## src/rtl/dff_pkg.sv

```systemverilog
// Shared encodings for the shift register: the operation modes and the burst FSM states.
package dff_pkg;

  typedef enum logic [2:0] {
    MODE_HOLD = 3'd0,
    MODE_LOAD = 3'd1,
    MODE_SHL  = 3'd2,
    MODE_SHR  = 3'd3,
    MODE_ROTL = 3'd4,
    MODE_ROTR = 3'd5
  } mode_e;

  typedef enum logic {
    ST_IDLE  = 1'b0,
    ST_BURST = 1'b1
  } state_e;

endpackage

```

## src/rtl/dff_shift_reg_if.sv

```systemverilog
// Control, data and status bundle of the shift register; clock and reset stay outside.
interface dff_shift_reg_if #(
  parameter int WIDTH = 8,
  parameter int CNT_W = $clog2(WIDTH + 1)
);
  logic             sync_clr;
  logic             en;
  logic [2:0]       mode;
  logic [WIDTH-1:0] d;
  logic             sin;
  logic             start;
  logic [CNT_W-1:0] amount;
  logic [WIDTH-1:0] q;
  logic             sout_msb;
  logic             sout_lsb;
  logic             busy;
  logic             done;

  modport master (
    output sync_clr, en, mode, d, sin, start, amount,
    input  q, sout_msb, sout_lsb, busy, done
  );

  modport slave (
    input  sync_clr, en, mode, d, sin, start, amount,
    output q, sout_msb, sout_lsb, busy, done
  );
endinterface

```

## src/rtl/dff_shift_unit.sv

```systemverilog
// Combinational next-value datapath, used by both single-cycle operations and burst steps.
module dff_shift_unit
  import dff_pkg::*;
#(
  parameter int WIDTH = 8
) (
  input  logic [2:0]       mode,
  input  logic [WIDTH-1:0] q,
  input  logic [WIDTH-1:0] d,
  input  logic             sin,
  output logic [WIDTH-1:0] next_q
);

  always_comb begin
    next_q = q;
    case (mode)
      MODE_LOAD: next_q = d;
      MODE_SHL:  next_q = {q[WIDTH-2:0], sin};
      MODE_SHR:  next_q = {sin, q[WIDTH-1:1]};
      MODE_ROTL: next_q = {q[WIDTH-2:0], q[WIDTH-1]};
      MODE_ROTR: next_q = {q[0], q[WIDTH-1:1]};
      default:   next_q = q;
    endcase
  end

endmodule

```

## src/rtl/dff_shift_reg.sv

```systemverilog
// Shift register with single-cycle operations and a counted burst mode.
// state    | meaning
// ST_IDLE  | single-cycle ops on en; start latches mode/amount
// ST_BURST | latched op applied once per cycle until the count expires
module dff_shift_reg
  import dff_pkg::*;
#(
  parameter int WIDTH = 8,
  parameter int CNT_W = $clog2(WIDTH + 1)
) (
  input logic           clk,
  input logic           reset,
  dff_shift_reg_if.slave bus
);

  state_e           state, state_nxt;
  logic [CNT_W-1:0] cnt, cnt_nxt;
  logic [2:0]       mode_lat, mode_lat_nxt;
  logic [WIDTH-1:0] q_r, q_nxt, shift_q;
  logic             done_r, done_nxt;
  logic [2:0]       op_mode;

  // During a burst the live mode input is ignored in favour of the latched one.
  assign op_mode = (state == ST_BURST) ? mode_lat : bus.mode;

  dff_shift_unit #(.WIDTH(WIDTH)) u_shift (
    .mode   (op_mode),
    .q      (q_r),
    .d      (bus.d),
    .sin    (bus.sin),
    .next_q (shift_q)
  );

  always_ff @(posedge clk or posedge reset) begin
    if (reset) begin
      state    <= ST_IDLE;
      cnt      <= '0;
      mode_lat <= 3'd0;
      q_r      <= '0;
      done_r   <= 1'b0;
    end else begin
      state    <= state_nxt;
      cnt      <= cnt_nxt;
      mode_lat <= mode_lat_nxt;
      q_r      <= q_nxt;
      done_r   <= done_nxt;
    end
  end

  always_comb begin
    state_nxt    = state;
    cnt_nxt      = cnt;
    mode_lat_nxt = mode_lat;
    q_nxt        = q_r;
    done_nxt     = 1'b0;
    if (bus.sync_clr) begin
      state_nxt = ST_IDLE;
      cnt_nxt   = '0;
      q_nxt     = '0;
    end else begin
      case (state)
        ST_IDLE: begin
          if (bus.start) begin
            mode_lat_nxt = bus.mode;
            if (bus.amount == '0) begin
              done_nxt = 1'b1;
            end else begin
              cnt_nxt   = bus.amount;
              state_nxt = ST_BURST;
            end
          end else if (bus.en) begin
            q_nxt = shift_q;
          end
        end
        ST_BURST: begin
          q_nxt   = shift_q;
          cnt_nxt = cnt - 1'b1;
          if (cnt == CNT_W'(1)) begin
            state_nxt = ST_IDLE;
            done_nxt  = 1'b1;
          end
        end
        default: state_nxt = ST_IDLE;
      endcase
    end
  end

  assign bus.q        = q_r;
  assign bus.sout_msb = q_r[WIDTH-1];
  assign bus.sout_lsb = q_r[0];
  assign bus.busy     = (state == ST_BURST);
  assign bus.done     = done_r;

endmodule

```

## src/flat_wrapper.sv

```systemverilog
// flat-port wrapper written by rule: the top's interface ports become plain ports
module dff_shift_reg_flat import dff_pkg::*;
#(
  parameter int WIDTH = 8,
  parameter int CNT_W = $clog2(WIDTH + 1)
)
  (clk, reset, bus_sync_clr, bus_en, bus_mode, bus_d, bus_sin, bus_start, bus_amount, bus_q, bus_sout_msb, bus_sout_lsb, bus_busy, bus_done);
  dff_shift_reg_if #(.WIDTH(WIDTH), .CNT_W(CNT_W)) bus_i ();
  input logic clk;
  input logic reset;
  input wire logic [$bits(bus_i.sync_clr)-1:0] bus_sync_clr;
  input wire logic [$bits(bus_i.en)-1:0] bus_en;
  input wire logic [$bits(bus_i.mode)-1:0] bus_mode;
  input wire logic [$bits(bus_i.d)-1:0] bus_d;
  input wire logic [$bits(bus_i.sin)-1:0] bus_sin;
  input wire logic [$bits(bus_i.start)-1:0] bus_start;
  input wire logic [$bits(bus_i.amount)-1:0] bus_amount;
  output wire logic [$bits(bus_i.q)-1:0] bus_q;
  output wire logic [$bits(bus_i.sout_msb)-1:0] bus_sout_msb;
  output wire logic [$bits(bus_i.sout_lsb)-1:0] bus_sout_lsb;
  output wire logic [$bits(bus_i.busy)-1:0] bus_busy;
  output wire logic [$bits(bus_i.done)-1:0] bus_done;
  assign bus_i.sync_clr = bus_sync_clr;
  assign bus_i.en = bus_en;
  assign bus_i.mode = bus_mode;
  assign bus_i.d = bus_d;
  assign bus_i.sin = bus_sin;
  assign bus_i.start = bus_start;
  assign bus_i.amount = bus_amount;
  assign bus_q = bus_i.q;
  assign bus_sout_msb = bus_i.sout_msb;
  assign bus_sout_lsb = bus_i.sout_lsb;
  assign bus_busy = bus_i.busy;
  assign bus_done = bus_i.done;
  dff_shift_reg #(.WIDTH(WIDTH), .CNT_W(CNT_W)) u_core (.clk(clk), .reset(reset), .bus(bus_i));
endmodule
```

## config.mk

```make
export PLATFORM = sky130hd
export DESIGN_NAME = dff_shift_reg_flat
export DESIGN_NICKNAME = d
export VERILOG_FILES = /design/src/rtl/dff_pkg.sv /design/src/rtl/dff_shift_reg_if.sv /design/src/rtl/dff_shift_unit.sv /design/src/rtl/dff_shift_reg.sv /design/src/flat_wrapper.sv
export SDC_FILE = /design/constraint.sdc
export NUM_CORES = 1
export LEC_CHECK = 0
export ABC_AREA = 1
export CAP_MARGIN = 15
export CORE_MARGIN = 5
export CORE_UTILIZATION = 48
export DETAILED_ROUTE_END_ITERATION = 8
export GPL_TIMING_DRIVEN = 0
export HOLD_SLACK_MARGIN = 0.12
export PLACE_DENSITY = 0.79
export SLEW_MARGIN = 20
export SYNTH_ARGS = -nofsm -noshare
export SYNTH_HDL_FRONTEND = slang
export SYNTH_SLANG_ARGS = --single-unit
```

## constraint.sdc

```tcl
create_clock -name clk -period 1.7 [get_ports clk]
set_input_delay 0.51 -clock clk [delete_from_list [all_inputs] [get_ports clk]]
set_output_delay 0.51 -clock clk [all_outputs]
set_load 0.01 [all_outputs]
```

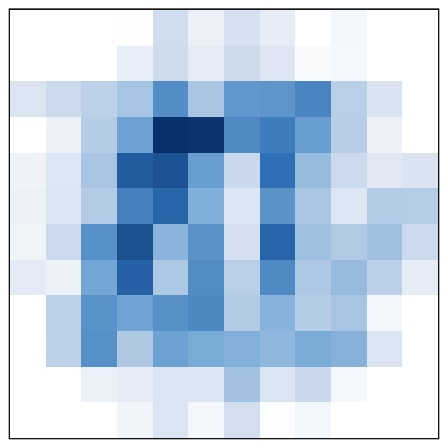
Fig. 1. Wire density map (run 1).
12 x 12 tiles, from white (low) to dark blue (high), scaled to the fullest tile. Values are wire area over tile area, all layers added.
mean over tiles = 0.13
fullest tile = 0.47
densest ninth of the die = middle
DRT Wirelength: 3051 um
DR vias: 1253
gr usage total: 0.1831
Routed wire per std cell: 12.50 um

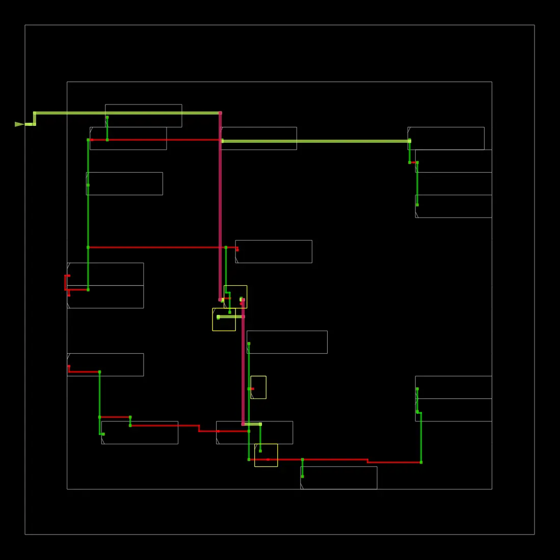
Fig. 2. Clock nets (run 1).
flop count: 17
clock buf count: 3
Sinks on Clock Net: 17

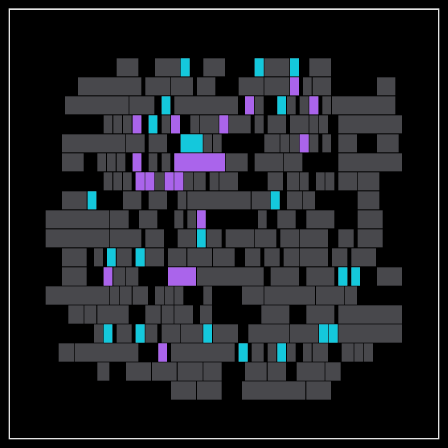
Fig. 3. Gate families picked out (run 1).
inverters -> cyan  # cells 21
NOR gates -> purple  # cells 17

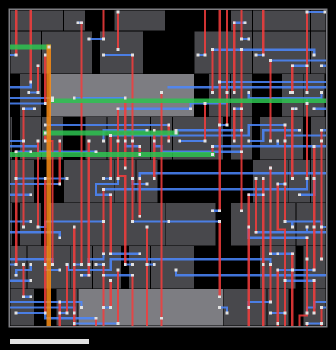
Fig. 4. Layout detail (run 1).
Scale bar: 5 um. Window x 21 to 41, y 33 to 53 um. Cells in grey, sequential cells in the stronger grey; small squares are vias.
metal 1 -> blue
metal 2 -> red
metal 4 -> orange
metal 3 -> green
cells with their middle in the window = 47
sequential cells in the window = 2
most frequent = nand2_1 (14), nor2_1 (6), nand3b_1 (5)
netlist names of flops here include = `u_core.bus.q` (2)

==> ci_impl_report.md, run 1 <==
## Implementation flow summary

| Metric | Value |
|---|---|
| Area Growth Syn to Fin | `37.84%` |
| Hold EP | `u_core.mode_lat[0]` |
| Met2 Use GR | `0.3233` |
| GRT Max-Usage Layer | `met2` |
| Routed wl met2 | `1551 um` |
| Chip area | `0.003750 mm2` |
| Most frequent cell after synthesis | `nand2_1` |
| Uppermost layer routed | `met4` |
| Ys cells | `166` |
| Final GP Congestion | `0.7916` |
| Static Leak | `0.9315 nW` |
| DRT met1 WL | `1248 um` |
| HP Start | `u_core.mode_lat[0]` |
| Power per cell area | `927.2 mW/mm2` |
| Part of the power in combinational logic | `0.521` |
| Reg2reg path depth | `11` |
| Met3 Usage GRT | `0.02935` |
| Starting DRT DRC Count | `36` |
| Clock latency on the worst-skew pair | `0.30 ns` |
| Post-Layout Cell Count | `244` |
| Commonest cells post-synth | `nand2_1, dfrtp_1, inv_1, nor2_1, nand2_4` |
| Post-synth EDFFs | `0` |
| Status | `finished clean` |
| Hold Vio Cnt, Final | `0` |
| Setup violations, final | `0` |
| Layout cell share with drive strength beyond 1 | `0.2243` |
| Clock skew | `0.006818 ns` |
| Synthesized netlist cell count | `166` |
| DR pass1 iterations | `4` |
| Mux cell area share | `0` |
| Ys async rst share | `1.000` |
| Clock power share | `0.140` |
| Critical Path End Type | `output port` |
| Finished Core Util | `0.6947` |
| Final period util | `0.9516` |
| Fa+ha+maj area frac | `0.01986` |
| First-pass GRT wire length | `5064 um` |
| Sequential share of the synthesized area | `0.3376` |
| Top cells by area | `dfrtp_1, nand2_1, nand2_4, inv_1, nor2_1` |
| RSZ-0062 raised after global routing | `no` |
| Startpoint Class | `flop` |
| Fin crit period | `1.618 ns` |
| Placed Area | `0.001618 mm2` |
| Top-area cell share | `0.3376` |
| Post-CTS Setup Inserts | `8` |
| Arr. time, crit path | `1.11 ns` |
| GRT overflow | `0` |
| Largest net degree at the start of global routing | `18` |
| Seq pwr share | `0.340` |
| Final #Nets | `238` |
| CP Cell Sequence | `buf_4 -> dlygate4sd2_1` |
| Reg2Reg Setup Slack | `0.14 ns` |
| Die X | `61.24 um` |
| Reg2Reg Capture Point | `u_core.bus.q[2]` |
| Final WS setup | `0.08234 ns` |
| Metal3 WL | `170 um` |
| HPWL after DPL | `2287 um` |
| Final Max Tran Viols | `0` |
| Internal power | `963.6 uW` |
| Final antenna-violating net count | `0` |
| FILL cells | `211` |
| Critical-path maximum fanout | `3` |
| Sw frac | `0.4016` |
| Hold_buf cts | `0` |
| Hold depth | `2` |
| Die Height | `61.24 um` |
| Via density | `5.135` |
| Worst EP required | `1.19 ns` |
| Worst vdd ir | `0.5920 mV` |
| Row count | `18` |
| Synth warn | `0` |
| Finished Cell Area | `0.001737 mm2` |
| Total power | `1.610 mW` |
| CTS H-tree depth | `1` |
| GR met1 Demand/Resource | `0.2186` |
| Comb gate area | `739.5 um2` |
| Yosys stat chip area | `0.001260 mm2` |
| Yosys xor share | `0` |
| PostCTS Resize Cnt | `14` |
| CTS max path bufs | `2` |
| N_diodes | `0` |
| Setup TNS | `0 ns` |
| Clk root buf | `clkbuf_4` |
| Crit-path max cell delay | `0.41 ns` |
| Clock transition at path regs | `0.11 ns` |
| Vias in the first global route | `1222` |
| Setup CP Type | `reg -> out` |
| Most frequent cells in the layout | `nand2_1, clkdlybuf4s50_1, inv_1, dfrtp_1, nor2_1` |
| Max-Cap Viols | `0` |
| Netlist cell types | `29` |
| Port bufs | `32` |
| Syn avg cell area | `7.590 um2` |
| Register area | `426.7 um2` |
| Core area | `0.002500 mm2` |
| Initial antenna violation count | `0` |
| Tool warning count | `27` |
| Normalized max-slew margin | `0.5513` |
| #FFs+latches synth | `17` |
| Worst hold path type | `reg -> reg` |
| CTS buffer count | `3` |
| Syn Nets | `189` |
| R2R Path Start | `u_core.bus.busy` |
| Place WS | `-0.3197 ns` |
| I/O pins | `33` |
| CTS tree | `yes` |
| CP max-delay cell | `dfrtp_1` |
| Post-Synth AOI/OAI Area | `0.1142` |
| Fp_density | `0.5040` |
| Leading area contributor after synthesis | `dfrtp_1` |
[run 1: registers in the layout, summed over array words and instances (netlist names)]
register and flops:
u_core.bus.busy 1, u_core.bus.q 8, u_core.mode_lat 3, u_core.bus.done 1
u_core.cnt 4
[run 1: kinds of logic after synthesis]
family | count (synthesis)
buffers and inverters | 24
and+or+nand+nor | 101
DFF | 17
AOI/OAI and AO/OA | 22
adders and majority gates | 2
[run 1: worst max-delay path by stage]
stage | from | endpoint | slack (ns) | depth (start not counted)
floorplan | bus_mode[0] | u_core.bus.q[0] | 0.31 | 8
global placement | bus_mode[0] | u_core.bus.q[6] | -0.29 | 9
detailed placement | bus_sync_clr | u_core.bus.q[5] | -0.32 | 7
CTS | bus_mode[0] | u_core.bus.q[5] | 0.005 | 9
global route | bus_mode[2] | u_core.bus.q[1] | 0.004 | 11
finish | u_core.bus.q[0] | bus_q[0] | 0.08 | 2
[run 1: final cells by class]
cell class / instances / share of cell area
inverter: 21 / 0.04827
sequential: 17 / 0.2457
multi-input combinational: 125 / 0.4258
clock inverter: 1 / 0.002882
timing repair buffer: 44 / 0.2277
tap: 30 / 0.02161
buffer: 3 / 0.01513
clock buffer: 3 / 0.01297
[run 1: power by group through the flow]
| stage | Sequential, mW | Clock [mW] | Combinational (mW) |
|---|---|---|---|
| after floorplan | 0.591 | 0 | 0.460 |
| after global placement | 0.579 | 0 | 0.738 |
| after detailed placement | 0.582 | 0 | 0.756 |
| after CTS | 0.544 | 0.235 | 0.809 |
| after global routing | 0.560 | 0.253 | 0.930 |
| final | 0.547 | 0.225 | 0.838 |
[run 1: critical path: cells and delay by family (launching register included)]
kind | cells | cell delay, ns
buf+inv | 2 | 0.40
flops | 1 | 0.41
==> run 2, diff against run 1 <==
- CAP_MARGIN: 15 -> unset
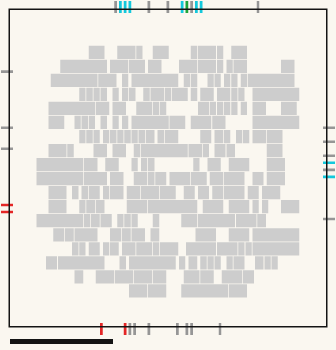
Fig. 5. I/O pins on the die edge (run 2).
Scale bar: 20 um. Pins as bars across the die edge, other pins in grey.
`bus_d` -> cyan  # pins 8, direction input, edge 6 top, 2 right
`bus_amount` -> red  # pins 4, direction input, edge 2 left, 2 bottom
`bus_sout_msb` -> green  # pins 1, direction output, edge top
all pins by edge = 12 top, 9 bottom, 7 right, 5 left

==> run 2 against run 1 <==
- hold slack stayed put
- combinational power hardly changed
- clock skew stayed put
- register-to-register slack hardly changed
- die area stayed put
- final cell count stayed put
- area after synthesis stayed put
- flip-flop count stayed put
- synthesized cell count stayed put
- global-route usage stayed put
- count of clock-buffer cells in the layout stayed put
- core utilization stayed put
==> ci_impl_report.md, run 2 <==
## Implementation flow summary

| Metric | Value |
|---|---|
| Levels on crit path | `2` |
| Static Leak | `0.9315 nW` |
| Post-synth EDFFs | `0` |
| Final period util | `0.9516` |
| DR pass1 iterations | `4` |
| Arr. time, crit path | `1.11 ns` |
| Commonest cells post-synth | `nand2_1, dfrtp_1, inv_1, nor2_1, nand2_4` |
| Fp_density | `0.5040` |
| CTS H-tree depth | `1` |
| Hold Vio Cnt, Final | `0` |
| Netlist cell types | `29` |
| Synthesized netlist cell count | `166` |
| Power per cell area | `927.2 mW/mm2` |
| Initial antenna violation count | `0` |
| Reg2Reg Setup Slack | `0.14 ns` |
| CP Cell Sequence | `buf_4 -> dlygate4sd2_1` |
| Clock transition at path regs | `0.11 ns` |
| CP max-delay cell | `dfrtp_1` |
| Final GP Congestion | `0.7916` |
| Clk root buf | `clkbuf_4` |
| Finished Cell Area | `0.001737 mm2` |
| Final #Nets | `238` |
| #FFs+latches synth | `17` |
| Hold_buf cts | `0` |
| Placed Area | `0.001618 mm2` |
| Starting DRT DRC Count | `36` |
| Worst hold path type | `reg -> reg` |
| Most frequent cell after synthesis | `nand2_1` |
| Chip area | `0.003750 mm2` |
| Gr usage total | `0.1831` |
| RSZ-0062 raised after global routing | `no` |
| Post-Layout Cell Count | `244` |
| Setup CP Type | `reg -> out` |
| Comb group | `838 uW` |
| CTS max path bufs | `2` |
| Core area | `0.002500 mm2` |
| Vias in the first global route | `1222` |
| Top-area cell share | `0.3376` |
| Part of the power in combinational logic | `0.521` |
| Status | `finished clean` |
| CTS tree | `yes` |
| Crit-path max cell delay | `0.41 ns` |
| Clock power share | `0.140` |
| Delay-heaviest family, CP | `flip-flops` |
| Tool warning count | `27` |
| Critical Path End Type | `output port` |
| Reg2reg path depth | `11` |
| Finished Core Util | `0.6947` |
| Clock latency on the worst-skew pair | `0.30 ns` |
| Setup TNS | `0 ns` |
| Final antenna-violating net count | `0` |
| I/O pins | `33` |
| Largest register FFs | `8` |
| Setup violations, final | `0` |
| Yosys stat chip area | `0.001260 mm2` |
| Ys cells | `166` |
| Total power | `1.610 mW` |
| Ys async rst share | `1.000` |
| DR vias | `1253` |
| Fin crit period | `1.618 ns` |
| Seq pwr share | `0.340` |
| N_diodes | `0` |
| Routed wire per std cell | `12.50 um` |
| Most frequent cells in the layout | `nand2_1, clkdlybuf4s50_1, inv_1, dfrtp_1, nor2_1` |
| Sequential share of the synthesized area | `0.3376` |
| Clock skew | `0.006818 ns` |
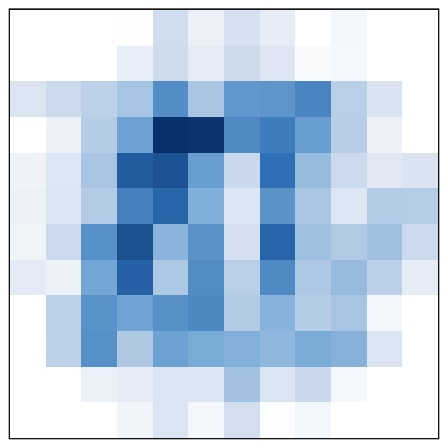
Fig. 6. Wire density map (run 2).
12 x 12 tiles, from white (low) to dark blue (high), scaled to the fullest tile. Values are wire area over tile area, all layers added.
fullest tile = 0.47
tiles over half the peak = 22%
densest ninth of the die = middle
nearly empty tiles = 21%
mean over tiles = 0.13

run 2: cell counts after synthesis:
Identical to the previous run, type by type.
run 2: layer usage:
layer / track usage / share of wire / up-vias
met1: 0.2186 / 0.41 / 575
met5: 0 / 0 / -
met4: 0.07740 / 0.026 / 0
li1: - / - / 633
met2: 0.3233 / 0.51 / 34
met3: 0.02935 / 0.056 / 11
run 2: cell type report:
type	count	area, um2
clock buffer	3	22.52
fill	211	763.2
multi-input combinational	125	739.5
inverter	21	83.83
tap	30	37.54
clock inverter	1	5.005
timing repair buffer	44	395.4
buffer	3	26.28
sequential	17	426.7
run 2: timing repair:
| item | CTS | global route |
|---|---|---|
| hold endpoints to repair | 0 | 0 |
| buffers inserted | 8 | 4 |
| gates resized | 14 | 3 |
| endpoints found under the setup margin | 13 | 8 |
| cloned | 0 | 0 |
| pin swaps | 0 | 1 |
run 2: worst min path at each step:
stage	to	slack (ns)	depth (start not counted)
floorplan	u_core.bus.busy	0.44	1
global placement	u_core.mode_lat[0]	0.47	2
detailed placement	u_core.mode_lat[0]	0.49	2
CTS	u_core.mode_lat[0]	0.52	2
global route	u_core.mode_lat[0]	0.56	2
finish	u_core.mode_lat[0]	0.51	2
run 2: cell families (layout without fill, tap and decap cells):
| family | Yosys count | in the layout | synth area share |
|---|---|---|---|
| compound gates | 22 | 22 | 0.1142 |
| fa+ha+maj | 2 | 2 | 0.01986 |
| buf+inv | 24 | 72 | 0.08739 |
| flops | 17 | 17 | 0.3376 |
| simple gates | 101 | 101 | 0.4409 |
run 2: worst reg2reg max path, stage by stage (launching register included):
cell and delay (ns):
dfrtp_2 0.41, buf_4 0.16, inv_2 0.16, nand2_2 0.09, nand2_4 0.10, nand2_4 0.08, nand2_8 0.12, nand2_4 0.08
nor2_1 0.12, nor2_1 0.06, nand2_1 0.05, nand2_1 0.04
Fig. 7: run 2, clock nets
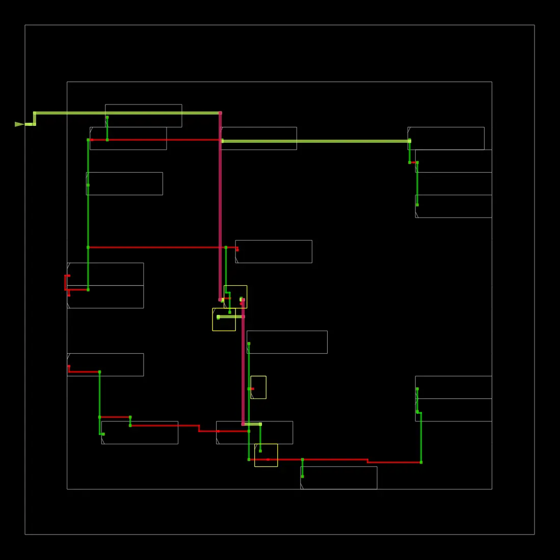

==> run 3, diff against run 2 <==
- CORE_UTILIZATION: 48 -> 43
- PLACE_DENSITY: 0.79 -> 0.75
- clock period: 1.7 -> 1.3 ns (I/O delays scaled with it)
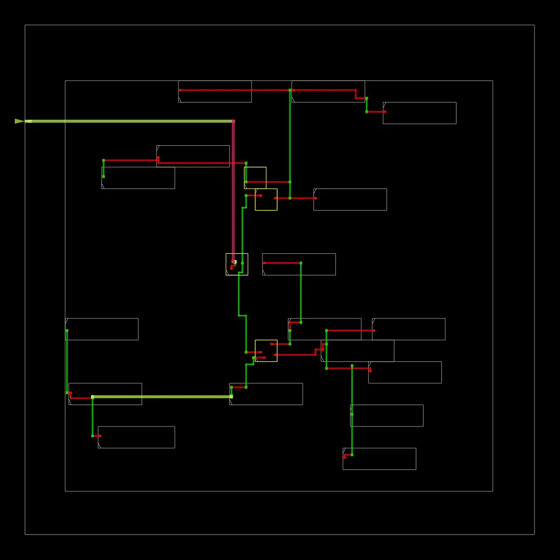
Fig. 8. Clock nets (run 3).
clock latency on the worst-skew pair: 0.30 ns
P_clk: 305 uW
clock skew: 0.008172 ns

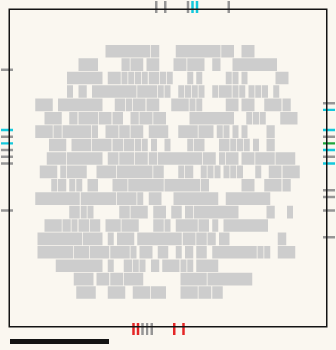
Fig. 9. I/O pins on the die edge (run 3).
Scale bar: 20 um. Pins as bars across the die edge, other pins in grey.
`bus_d` -> cyan  # pins 8, direction input, edge 4 right, 2 left, 2 top
`bus_amount` -> red  # pins 4, direction input, edge bottom
`bus_sout_msb` -> green  # pins 1, direction output, edge right
Die Height: 64.13 um
Die X: 64.13 um

==> run 3 against run 2 <==
- the run now ends with negative setup slack left
- final cell count increased by 4.5%
- flip-flop count unchanged
- count of clock-buffer cells in the layout unchanged
- wire length increased by 12%
- global-route usage decreased by 1.0 points
- design area increased by 9.1%
- first-iteration DRC count increased to 2.9 times the previous value
- core utilization decreased by 1.4 points
- critical path depth increased by 7
- via count increased by 3.5%
==> ci_impl_report.md, run 3 <==
## Implementation flow summary

| Metric | Value |
|---|---|
| Bufs and invs on worst path | `2` |
| R2R Path Start | `u_core.bus.busy` |
| Final GP Congestion | `0.8295` |
| #FFs+latches synth | `17` |
| Synth warn | `0` |
| I/O pins | `33` |
| Delay-heaviest family, CP | `simple AND/OR/NAND/NOR gates` |
| Tool warning count | `30` |
| Failing checks | `negative setup slack` |
| Top cells by area | `dfrtp_1, nand2_1, nand2_4, inv_1, nor2_1` |
| Most frequent cell after synthesis | `nand2_1` |
| Seq pwr share | `0.303` |
| Worst EP required | `1.54 ns` |
| Layout cell share with drive strength beyond 1 | `0.3571` |
| Gr usage total | `0.1730` |
| Final WS setup | `-0.2258 ns` |
| Final #Nets | `248` |
| Seq. pwr | `709 uW` |
| Fin crit period | `1.526 ns` |
| RSZ-0062 raised after global routing | `yes` |
| Ys async rst share | `1.000` |
| Yosys stat chip area | `0.001260 mm2` |
| Part of the power in combinational logic | `0.567` |
| HPWL after DPL | `2292 um` |
| Crit-path max cell delay | `0.43 ns` |
| Syn avg cell area | `7.590 um2` |
| CP Launch Point | `u_core.bus.busy` |
| Chip area | `0.004113 mm2` |
| CTS H-tree depth | `1` |
| Synthesized netlist cell count | `166` |
| Sequential share of the synthesized area | `0.3376` |
| Core area | `0.002781 mm2` |
| Top-area cell share | `0.3376` |
| Initial antenna violation count | `0` |
| Hold Vio Cnt, Final | `0` |
| Fp_density | `0.4530` |
| DR pass1 iterations | `4` |
| Sinks on Clock Net | `17` |
| Hold_buf cts | `0` |
| Syn Nets | `189` |
| Setup CP Type | `reg -> reg` |
| CTS tree | `yes` |
| Status | `complete, but fails checks` |
| Clock power share | `0.130` |
| Via density | `5.086` |
| Final Max Tran Viols | `0` |
| CTS max path bufs | `2` |
| Post-CTS Setup Inserts | `17` |
| N_diodes | `0` |
| Largest net degree at the start of global routing | `18` |
| Netlist cell types | `29` |
| Post-synth EDFFs | `0` |
| Comb group | `1.32 mW` |
| PostCTS Resize Cnt | `63` |
| Worst vdd ir | `0.7460 mV` |
| Setup TNS | `-1.939 ns` |
| CTS buffer count | `3` |
| Total power | `2.339 mW` |
| Setup violations, final | `12` |
| Leading area contributor after synthesis | `dfrtp_1` |
| Port bufs | `32` |
| Most frequent cells in the layout | `nand2_1, clkdlybuf4s50_1, buf_4` |
| Static Leak | `0.9805 nW` |
==> run 3: cells by family (layout without fill, tap and decap cells) <==
group,Yosys count,after routing,synth area share
AOI/OAI and AO/OA,22,22,0.1142
buffers and inverters,24,81,0.08739
adders and majority gates,2,2,0.01986
DFF,17,17,0.3376
and+or+nand+nor,101,102,0.4409
==> run 3: per-stage QoR <==
stage          hold slack, ns  setup slack (ns)  area, um2    util  cells
3_3_place_gp           0.4801           -0.5841       1623  0.5834    229
2_1_floorplan          0.3160          -0.02167       1264       -    166
4_1_cts                0.5078           -0.1815       1853  0.6662    251
6_report               0.4843           -0.2258       1894  0.6811    255
5_1_grt                0.5561           -0.2988       1894  0.6811    255
3_5_place_dp           0.4951           -0.5961       1623  0.5834    229
==> run 3: final timing paths <==
kind / cells past startpoint / to / slack [ns]
max: 9 / u_core.bus.q[0] / -0.23
min: 2 / u_core.cnt[1] / 0.48
max reg2reg: 9 / u_core.bus.q[0] / -0.23
min reg2reg: 2 / u_core.mode_lat[0] / 0.52
max in group asynchronous: 2 / u_core.bus.busy / 0.34
min in group clk: 2 / u_core.mode_lat[0] / 0.52
==> run 3: metal layers <==
metal	share of wire	track usage	up-vias
met5	0	0	-
li1	-	-	663
met1	0.44	0.2277	585
met4	0.0073	0.04580	0
met3	0.059	0.03152	4
met2	0.49	0.2915	45
==> run 3: final cells by class <==
| type | count | area [um2] |
|---|---|---|
| buffer | 2 | 31.28 |
| clock buffer | 3 | 22.52 |
| clock inverter | 1 | 7.507 |
| fill | 228 | 887.1 |
| inverter | 21 | 90.09 |
| multi-input combinational | 126 | 798.3 |
| sequential | 17 | 426.7 |
| tap | 31 | 38.79 |
| timing repair buffer | 54 | 479.2 |
No activity file was given, so power comes from the tool's default toggle rates.
